## src/rtl/uart_ctrl_pkg.sv

```systemverilog
// Shared types and sizing helpers for the UART command sequencer.
package uart_ctrl_pkg;

    localparam int unsigned BYTE_W = 8;

    typedef enum logic [1:0] {TX_IDLE, TX_LOAD, TX_GUARD, TX_WAIT} tx_state_t;

    // Bits needed to hold the values 0 .. n-1 (never less than one).
    function automatic int unsigned cnt_w(input int unsigned n);
        return (n < 2) ? 1 : $clog2(n);
    endfunction

endpackage

```

## src/rtl/uart_resp_sender.sv

```systemverilog
// Serialises a multi-byte response word through the UART transmitter, MSB byte first.
module uart_resp_sender
    import uart_ctrl_pkg::*;
#(
    parameter int unsigned RESP_BYTES = 2
) (
    input  logic                         clk,
    input  logic                         rst,
    input  logic [RESP_BYTES*BYTE_W-1:0] resp,
    input  logic                         send_resp,
    input  logic                         tx_done,
    output logic [BYTE_W-1:0]            tx_data,
    output logic                         trmt,
    output logic                         resp_busy,
    output logic                         resp_done
);

    localparam int unsigned      RESP_W    = RESP_BYTES * BYTE_W;
    localparam int unsigned      BC_W      = cnt_w(RESP_BYTES);
    localparam logic [BC_W-1:0]  LAST_BYTE = BC_W'(RESP_BYTES - 1);

    tx_state_t           state_q;
    logic [RESP_W-1:0]   shreg_q;
    logic [BC_W-1:0]     bcnt_q;
    logic [BYTE_W-1:0]   tx_data_q;
    logic                trmt_q;
    logic                busy_q;
    logic                done_q;

    always_ff @(posedge clk or posedge rst) begin
        if (rst) begin
            state_q   <= TX_IDLE;
            shreg_q   <= '0;
            bcnt_q    <= '0;
            tx_data_q <= '0;
            trmt_q    <= 1'b0;
            busy_q    <= 1'b0;
            done_q    <= 1'b0;
        end else begin
            trmt_q <= 1'b0;
            done_q <= 1'b0;
            case (state_q)
                TX_IDLE: begin
                    if (send_resp) begin
                        shreg_q <= resp;
                        busy_q  <= 1'b1;
                        bcnt_q  <= '0;
                        state_q <= TX_LOAD;
                    end
                end
                TX_LOAD: begin
                    tx_data_q <= shreg_q[RESP_W-1 -: BYTE_W];
                    shreg_q   <= shreg_q << BYTE_W;
                    trmt_q    <= 1'b1;
                    state_q   <= TX_GUARD;
                end
                // tx_done still shows the previous byte's completion here.
                TX_GUARD: state_q <= TX_WAIT;
                TX_WAIT: begin
                    if (tx_done) begin
                        if (bcnt_q == LAST_BYTE) begin
                            busy_q  <= 1'b0;
                            done_q  <= 1'b1;
                            state_q <= TX_IDLE;
                        end else begin
                            bcnt_q  <= bcnt_q + BC_W'(1);
                            state_q <= TX_LOAD;
                        end
                    end
                end
                default: state_q <= TX_IDLE;
            endcase
        end
    end

    assign tx_data   = tx_data_q;
    assign trmt      = trmt_q;
    assign resp_busy = busy_q;
    assign resp_done = done_q;

endmodule

```

## src/rtl/uart_cmd_ctrl.sv

```systemverilog
// Sequencer between the UART byte pair and the command processor: RX frame
// assembly with inter-byte timeout inline, response serialisation in a sub-block.
module uart_cmd_ctrl
    import uart_ctrl_pkg::*;
#(
    parameter int unsigned CMD_BYTES   = 3,
    parameter int unsigned RESP_BYTES  = 2,
    parameter int unsigned TIMEOUT_CYC = 65535
) (
    input  logic                        clk,
    input  logic                        rst,
    input  logic [BYTE_W-1:0]           rx_data,
    input  logic                        rx_rdy,
    output logic                        clr_rdy,
    output logic [BYTE_W-1:0]           tx_data,
    output logic                        trmt,
    input  logic                        tx_done,
    output logic [CMD_BYTES*BYTE_W-1:0] cmd,
    output logic                        cmd_rdy,
    input  logic                        clr_cmd_rdy,
    output logic                        cmd_ovr,
    output logic                        frame_err,
    input  logic [RESP_BYTES*BYTE_W-1:0] resp,
    input  logic                        send_resp,
    output logic                        resp_busy,
    output logic                        resp_done
);

    localparam int unsigned     CMD_W     = CMD_BYTES * BYTE_W;
    localparam int unsigned     BC_W      = cnt_w(CMD_BYTES);
    localparam int unsigned     TC_W      = cnt_w(TIMEOUT_CYC + 1);
    localparam logic [BC_W-1:0] LAST_BYTE = BC_W'(CMD_BYTES - 1);
    localparam logic [TC_W-1:0] TC_LIMIT  = TC_W'(TIMEOUT_CYC);
    localparam bit              TO_EN     = (TIMEOUT_CYC != 0);

    logic [CMD_W-1:0] asm_q;
    logic [CMD_W-1:0] asm_d;
    logic [CMD_W-1:0] cmd_q;
    logic [BC_W-1:0]  bcnt_q;
    logic [TC_W-1:0]  tcnt_q;
    logic             clr_rdy_q;
    logic             cmd_rdy_q;
    logic             cmd_ovr_q;
    logic             frame_err_q;
    logic             capture;
    logic             frame_done;
    logic             timeout;

    // clr_rdy gating stops a second capture while the receiver is still dropping rdy.
    always_comb begin
        capture    = rx_rdy & ~clr_rdy_q;
        asm_d      = (asm_q << BYTE_W) | CMD_W'(rx_data);
        frame_done = capture && (bcnt_q == LAST_BYTE);
        timeout    = TO_EN && !capture && (bcnt_q != '0) && (tcnt_q == TC_LIMIT);
    end

    always_ff @(posedge clk or posedge rst) begin
        if (rst) begin
            asm_q       <= '0;
            cmd_q       <= '0;
            bcnt_q      <= '0;
            tcnt_q      <= '0;
            clr_rdy_q   <= 1'b0;
            cmd_rdy_q   <= 1'b0;
            cmd_ovr_q   <= 1'b0;
            frame_err_q <= 1'b0;
        end else begin
            clr_rdy_q   <= capture;
            cmd_ovr_q   <= 1'b0;
            frame_err_q <= 1'b0;
            if (capture) begin
                asm_q  <= asm_d;
                tcnt_q <= '0;
                if (frame_done) begin
                    bcnt_q    <= '0;
                    cmd_q     <= asm_d;
                    cmd_rdy_q <= 1'b1;
                    cmd_ovr_q <= cmd_rdy_q & ~clr_cmd_rdy;
                end else begin
                    bcnt_q <= bcnt_q + BC_W'(1);
                end
            end else if (timeout) begin
                bcnt_q      <= '0;
                tcnt_q      <= '0;
                frame_err_q <= 1'b1;
            end else if (TO_EN && (bcnt_q != '0)) begin
                tcnt_q <= tcnt_q + TC_W'(1);
            end
            // A completing frame takes priority over the consumer's acknowledge.
            if (!frame_done && clr_cmd_rdy) begin
                cmd_rdy_q <= 1'b0;
            end
        end
    end

    assign clr_rdy   = clr_rdy_q;
    assign cmd       = cmd_q;
    assign cmd_rdy   = cmd_rdy_q;
    assign cmd_ovr   = cmd_ovr_q;
    assign frame_err = frame_err_q;

    uart_resp_sender #(
        .RESP_BYTES(RESP_BYTES)
    ) u_sender (
        .clk      (clk),
        .rst      (rst),
        .resp     (resp),
        .send_resp(send_resp),
        .tx_done  (tx_done),
        .tx_data  (tx_data),
        .trmt     (trmt),
        .resp_busy(resp_busy),
        .resp_done(resp_done)
    );

endmodule

```

## config.mk

```make
export PLATFORM = sky130hd
export DESIGN_NAME = uart_cmd_ctrl
export DESIGN_NICKNAME = d
export VERILOG_FILES = /design/src/rtl/uart_ctrl_pkg.sv /design/src/rtl/uart_resp_sender.sv /design/src/rtl/uart_cmd_ctrl.sv
export SDC_FILE = /design/constraint.sdc
export NUM_CORES = 1
export LEC_CHECK = 0
export ABC_AREA = 1
export CELL_PAD_IN_SITES_DETAIL_PLACEMENT = 1
export CELL_PAD_IN_SITES_GLOBAL_PLACEMENT = 1
export CORE_ASPECT_RATIO = 1.25
export CORE_MARGIN = 8
export CORE_UTILIZATION = 25
export DETAILED_ROUTE_END_ITERATION = 16
export GPL_ROUTABILITY_DRIVEN = 0
export MAX_ROUTING_LAYER = met4
export PLACE_DENSITY_LB_ADDON = 0.1
export SLEW_MARGIN = 0
export SYNTH_ARGS = -nofsm -noshare
export SYNTH_HDL_FRONTEND = slang
export SYNTH_SLANG_ARGS = --single-unit
```

## constraint.sdc

```tcl
create_clock -name clk -period 3.4 [get_ports clk]
set_clock_uncertainty 0.1 [all_clocks]
set_input_delay 0.51 -clock clk [delete_from_list [all_inputs] [get_ports clk]]
set_output_delay 0.51 -clock clk [all_outputs]
set_load 0.005 [all_outputs]
```

**Run 1: routing congestion map**

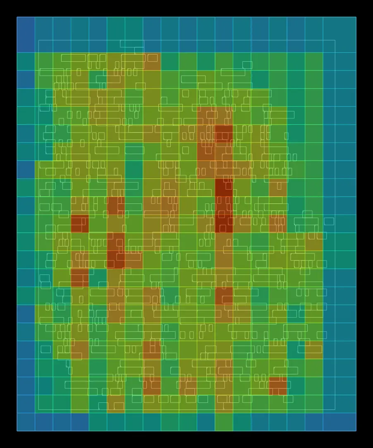
grt peak-use layer: met2
Final Util: 0.330

**Run 1: register map, names as in the netlist**

Scale bar: 50 um.
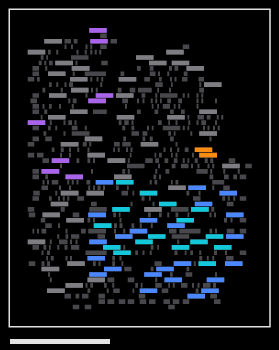
cmd -> blue  # sequential cells 24
asm_q -> cyan  # sequential cells 16
bcnt_q -> orange  # sequential cells 2
u_sender.tx_data -> purple  # sequential cells 8
not colored = 42

==> results_dict.tcl, run 1 <==
# collected from the flow reports
set metrics [dict create \
    status "completed" \
    mux_share 0.0222 \
    clockBufferDepth 2 \
    die_w_um 130 \
    coreArea_um2 16100 \
    p_per_area_nw_per_um2 791 \
    yosys_area_um2 4060 \
    ys_sh_simple 0.225 \
    final_max_slew_viol_count 0 \
    mappedNetlistArea_um2 4060 \
    setup_viol 0 \
    clkbuf_count 9 \
    yosys.area.top_type "dfrtp_1" \
    ys_cells 445 \
    crit_end "u_sender.shreg_q[13]" \
    r2r_start "u_sender.state_q[0]" \
    topCombFamilyByArea "simple AND/OR/NAND/NOR gates" \
    top_cells_by_count "nand2_1, dfrtp_1, inv_1, o21ai_0, nor2_1" \
    place_inst 716 \
    reg2reg_depth 5 \
    yosysUniqueCellTypes 32 \
    drtIter0Drc 169 \
    cts_buffers 9 \
    num-nonclk-buffers 72 \
    worstReg2RegEnd "u_sender.shreg_q[13]" \
    yosysMostFrequentCell "nand2_1" \
    place_hpwl_um 7010 \
    biggestCellCategory "registers" \
    antenna_left 0 \
    wl_um 10000 \
    register_area_um2 2300 \
    row_count 52 \
    total_leakage_power_nw 2.43 \
    largest_reg_flops 24 \
    antenna_found_initial 1 \
    grt_overflow_total 0 \
    worst_slew_pin_slew_ps 718 \
    synth-edff-count 0 \
    taps 216 \
    grt_use_met3 0.0248 \
    top_area_frac 0.567 \
    wl_per_cell_um 13.7 \
    wl_met2_um 4790 \
    synth-async-reset-ratio 1.00 \
    final-nonclk-buf-share 0.136 \
    tool_warnings 28 \
    antenna_cells 1 \
    io_pins 69 \
    whs_endpoint "u_sender.tx_data[1]" \
    xor_share 0.0108 \
    fp_nets 479 \
    synth_seq_share 0.567 \
    final_cells 733 \
    finalHoldViolCount 0 \
    ir_worst_vdd_uv 539 \
    period_needed_ps 1910 \
    nNetsFinal 545 \
    highest_layer "met4" \
    clockRootBuffer "clkbuf_16" \
    fmax_mhz 524 \
    drive_gt1_frac 0.105 \
    clock_latency_ps 340 \
    cts-resized-gates 0 \
    ys_sh_adder 0.0123 \
    path_class "reg2reg" \
    grt_pass1_vias 3478 \
    hold_start "u_sender.shreg_q[9]" \
    grt_use_total 0.111 \
    area_growth_pct 30.8 \
    comb_area_frac 0.273 \
    inv_count 53 \
    syn_avg_cell_area_um2 9.12 \
    ys_seq_elements 92 \
    logic_area_um2 1450 \
    met1_usage 0.129 \
    crit_required_ps 3570 \
    fillers 1887 \
    clk_share 0.0669 \
    seq_area_frac 0.434 \
    worst_setup_path_start_kind "flop" \
    critPathCaptureType "flop" \
    post_cts_buffers 0 \
    die_area_um2 20600 \
    synth_cells 445 \
    clk_pin_slew_ps 70 \
    critPathMaxFanout 24 \
]
**Run 1: logic cells by family**

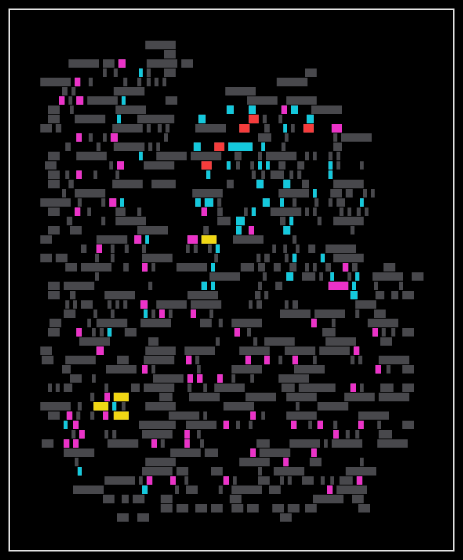
nor cells -> cyan  # cells 51
aoi and oai cells -> magenta  # cells 63
fa/ha/maj cells -> yellow  # cells 4, where south-west
xor and xnor cells -> red  # cells 5, where north

**Run 1: met2 routing**

Scale bar: 50 um.
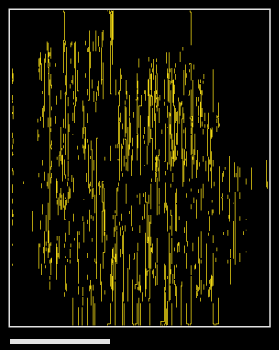
main direction = vertical
share of all routed wire = 48%
wire length on this layer = 4790 um
nets with wire on the layer = 455
routed via count: 3096
grt met2 use: 0.179

[run 1: placed cells by master, fill, tap and decap left out]
master / Yosys / routed
a21oi_1: 2 / 2
a21oi_2: 2 / 2
a21oi_4: 1 / 1
a31oi_1: 8 / 8
buf_12: 1 / 1
buf_4: 0 / 3
bufinv_16: 0 / 3
clkbuf_16: 0 / 9
clkdlybuf4s50_1: 0 / 68
clkinv_4: 0 / 1
dfrtp_1: 92 / 92
diode_2: 0 / 1
ha_1: 4 / 4
inv_1: 51 / 50
inv_2: 1 / 1
inv_4: 0 / 1
inv_6: 0 / 1
inv_8: 1 / 3
mux2_2: 8 / 8
nand2_1: 115 / 115
nand2_2: 3 / 3
nand2_4: 2 / 2
nand3_1: 18 / 18
nand3_2: 1 / 1
nand3_4: 1 / 1
nand3b_1: 2 / 2
nand4_1: 9 / 9
nor2_1: 32 / 32
nor2_2: 12 / 12
nor2_8: 1 / 1
nor3_1: 4 / 4
nor3b_1: 2 / 2
o21a_1: 1 / 1
o21ai_0: 50 / 50
xnor2_1: 3 / 3
xor2_1: 2 / 2
[run 1: per-stage QoR]
stage	util	hold slack (ps)	worst slack [ps]
after global placement	0.308	361	1160
after CTS	0.330	385	1420
final	0.330	382	1490
after global routing	0.330	408	1320
after floorplan	-	346	398
after detailed placement	0.308	362	1120
[run 1: where the power goes]
| part | switching [W] | total, W | internal, W |
|---|---|---|---|
| sequential | 0.000219 | 0.00168 | 0.00146 |
| clock | 0.000466 | 0.00120 | 0.000733 |
| combinational | 0.000658 | 0.00132 | 0.000661 |
[run 1: worst max-delay path, cell delays in order, from the launching register on]
cell     delay [ps]
dfrtp_1         430
ha_1            210
buf_4           200
inv_1           550
nand2_1         130
a31oi_1         190
**Run 1: signal wires on met3**

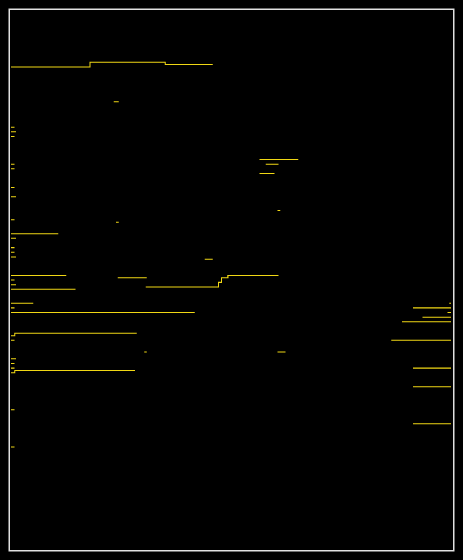

## Run 2: what changed since run 1
==> constraint.sdc (replaced) <==
create_clock -name clk -period 1.56 [get_ports clk]
set_clock_uncertainty 0.1 [all_clocks]
set_input_delay 0.234 -clock clk [delete_from_list [all_inputs] [get_ports clk]]
set_output_delay 0.234 -clock clk [all_outputs]
set_load 0.005 [all_outputs]
**Run 2: signal wires on met3**

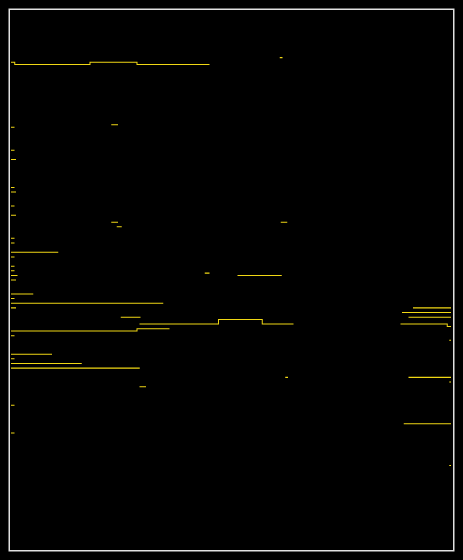
wire length on this layer = 411 um
longest straight run = 44.4 um

==> results_dict.tcl, run 2 <==
# collected from the flow reports
set metrics [dict create \
    antenna_found_initial 0 \
    clockPowerShare 0.246 \
    die_area_um2 20600 \
    worst_slew_pin_slew_ps 371 \
    crit_chain "inv_2 -> ha_4 -> nand2_2 -> o21a_4 -> bufbuf_16 -> nand3_1 -> o21ai_0" \
    final_max_slew_viol_count 0 \
    synth_cells 445 \
    place_ws_ps -112 \
    yosys_area_um2 4060 \
    ir_worst_vdd_uv 917 \
    synth_seq_share 0.567 \
    mappedNetlistArea_um2 4060 \
    inv_count 53 \
    critical_path_depth 7 \
    row_count 52 \
    grt_pass1_vias 3642 \
    worst_setup_path_start_kind "flop" \
    critical_path_buf_inv_count 2 \
    clk_share 0.0554 \
    finalHoldViolCount 0 \
    taps 216 \
    drive_gt1_frac 0.204 \
    nNetsFinal 584 \
    clockRootBuffer "clkbuf_16" \
    synth-edff-count 0 \
    place_hpwl_um 7610 \
    top_cells_by_count "nand2_1, dfrtp_1, inv_1, o21ai_0, nor2_1" \
    top_area_frac 0.567 \
    fmax_mhz 653 \
    p_int_w 0.00641 \
    status "completed" \
    critical_path.top_delay_family "flip-flops" \
    wl_per_cell_um 14.4 \
    largest_reg_flops 24 \
    power_switching_w 0.00323 \
    io_pins 69 \
    final-nonclk-buf-share 0.189 \
    fp_nets 479 \
    antenna_left 0 \
    yosysUniqueCellTypes 32 \
    clockBufferDepth 2 \
    fillers 1859 \
    r2r_start "u_sender.state_q[1]" \
    path_class "reg2reg" \
    slowest_stage "dfrtp_1" \
    logic_area_um2 1580 \
    biggestCellCategory "registers" \
    critPathCaptureType "flop" \
    cts_buffers 9 \
    setup_slack_ps 27.5 \
    grt_overflow_total 0 \
    antenna_cells 0 \
    coreArea_um2 16100 \
    die_w_um 130 \
    worstReg2RegEnd "u_sender.shreg_q[5]" \
    clkbuf_count 9 \
    crit_end "u_sender.shreg_q[5]" \
    cpPeakStageDelay_ps 400 \
    area_growth_pct 42.3 \
    total_leakage_power_nw 2.80 \
    critPathMaxFanout 16 \
    comb_area_frac 0.274 \
]
==> run 2: what timing repair did <==
| item | CTS | global route |
|---|---|---|
| buffers inserted | 3 | 3 |
| endpoints found under the hold margin | 0 | 0 |
| pin swaps | 0 | 10 |
| gates resized | 45 | 31 |
| hold buffers | 0 | 0 |
| gates cloned | 2 | 1 |
| setup endpoints to repair | 40 | 41 |
==> run 2: kinds of logic (layout without fill, tap and decap cells) <==
logic type      Yosys count  count (layout)  share of synthesized area
flops                    92              92                      0.567
xor+xnor                  5               5                     0.0108
buf+inv                  70             179                     0.0764
mux                       8               8                     0.0222
simple gates            202             203                      0.225
fa+ha+maj                 4               4                     0.0123
compound gates           64              64                     0.0866
==> run 2: power by group through the flow <==
stage                     registers [W]  logic (W)  clock network [W]
after floorplan                 0.00365    0.00156                  0
after global placement          0.00371    0.00325                  0
after detailed placement        0.00372    0.00334                  0
after CTS                       0.00367    0.00358            0.00248
after global routing            0.00379    0.00409            0.00254
final                           0.00367    0.00361            0.00237
==> run 2: layer usage <==
metal,global-route usage,vias up,part of all wire,wire (um)
met5,-,-,0,0
li1,-,1618,-,-
met3,0.0271,14,0.037,411
met2,0.191,48,0.51,5600
met1,0.139,1621,0.44,4840
met4,0.0582,0,0.020,216
==> run 2: through the flow <==
| step | std cells | hold WS, ps | util | total power (W) | TNS [ps] |
|---|---|---|---|---|---|
| detailed placement | 746 | 360 | 0.326 | 0.00706 | -1550 |
| global placement | 746 | 357 | 0.326 | 0.00695 | -971 |
| finish | 771 | 113 | 0.359 | 0.00965 | 0 |
| floorplan | 445 | 205 | - | 0.00521 | 0 |
| CTS | 767 | 112 | 0.351 | 0.00974 | -25.4 |
| global route | 771 | 138 | 0.359 | 0.0104 | -436 |
Power is estimated from default activity; no workload was simulated.
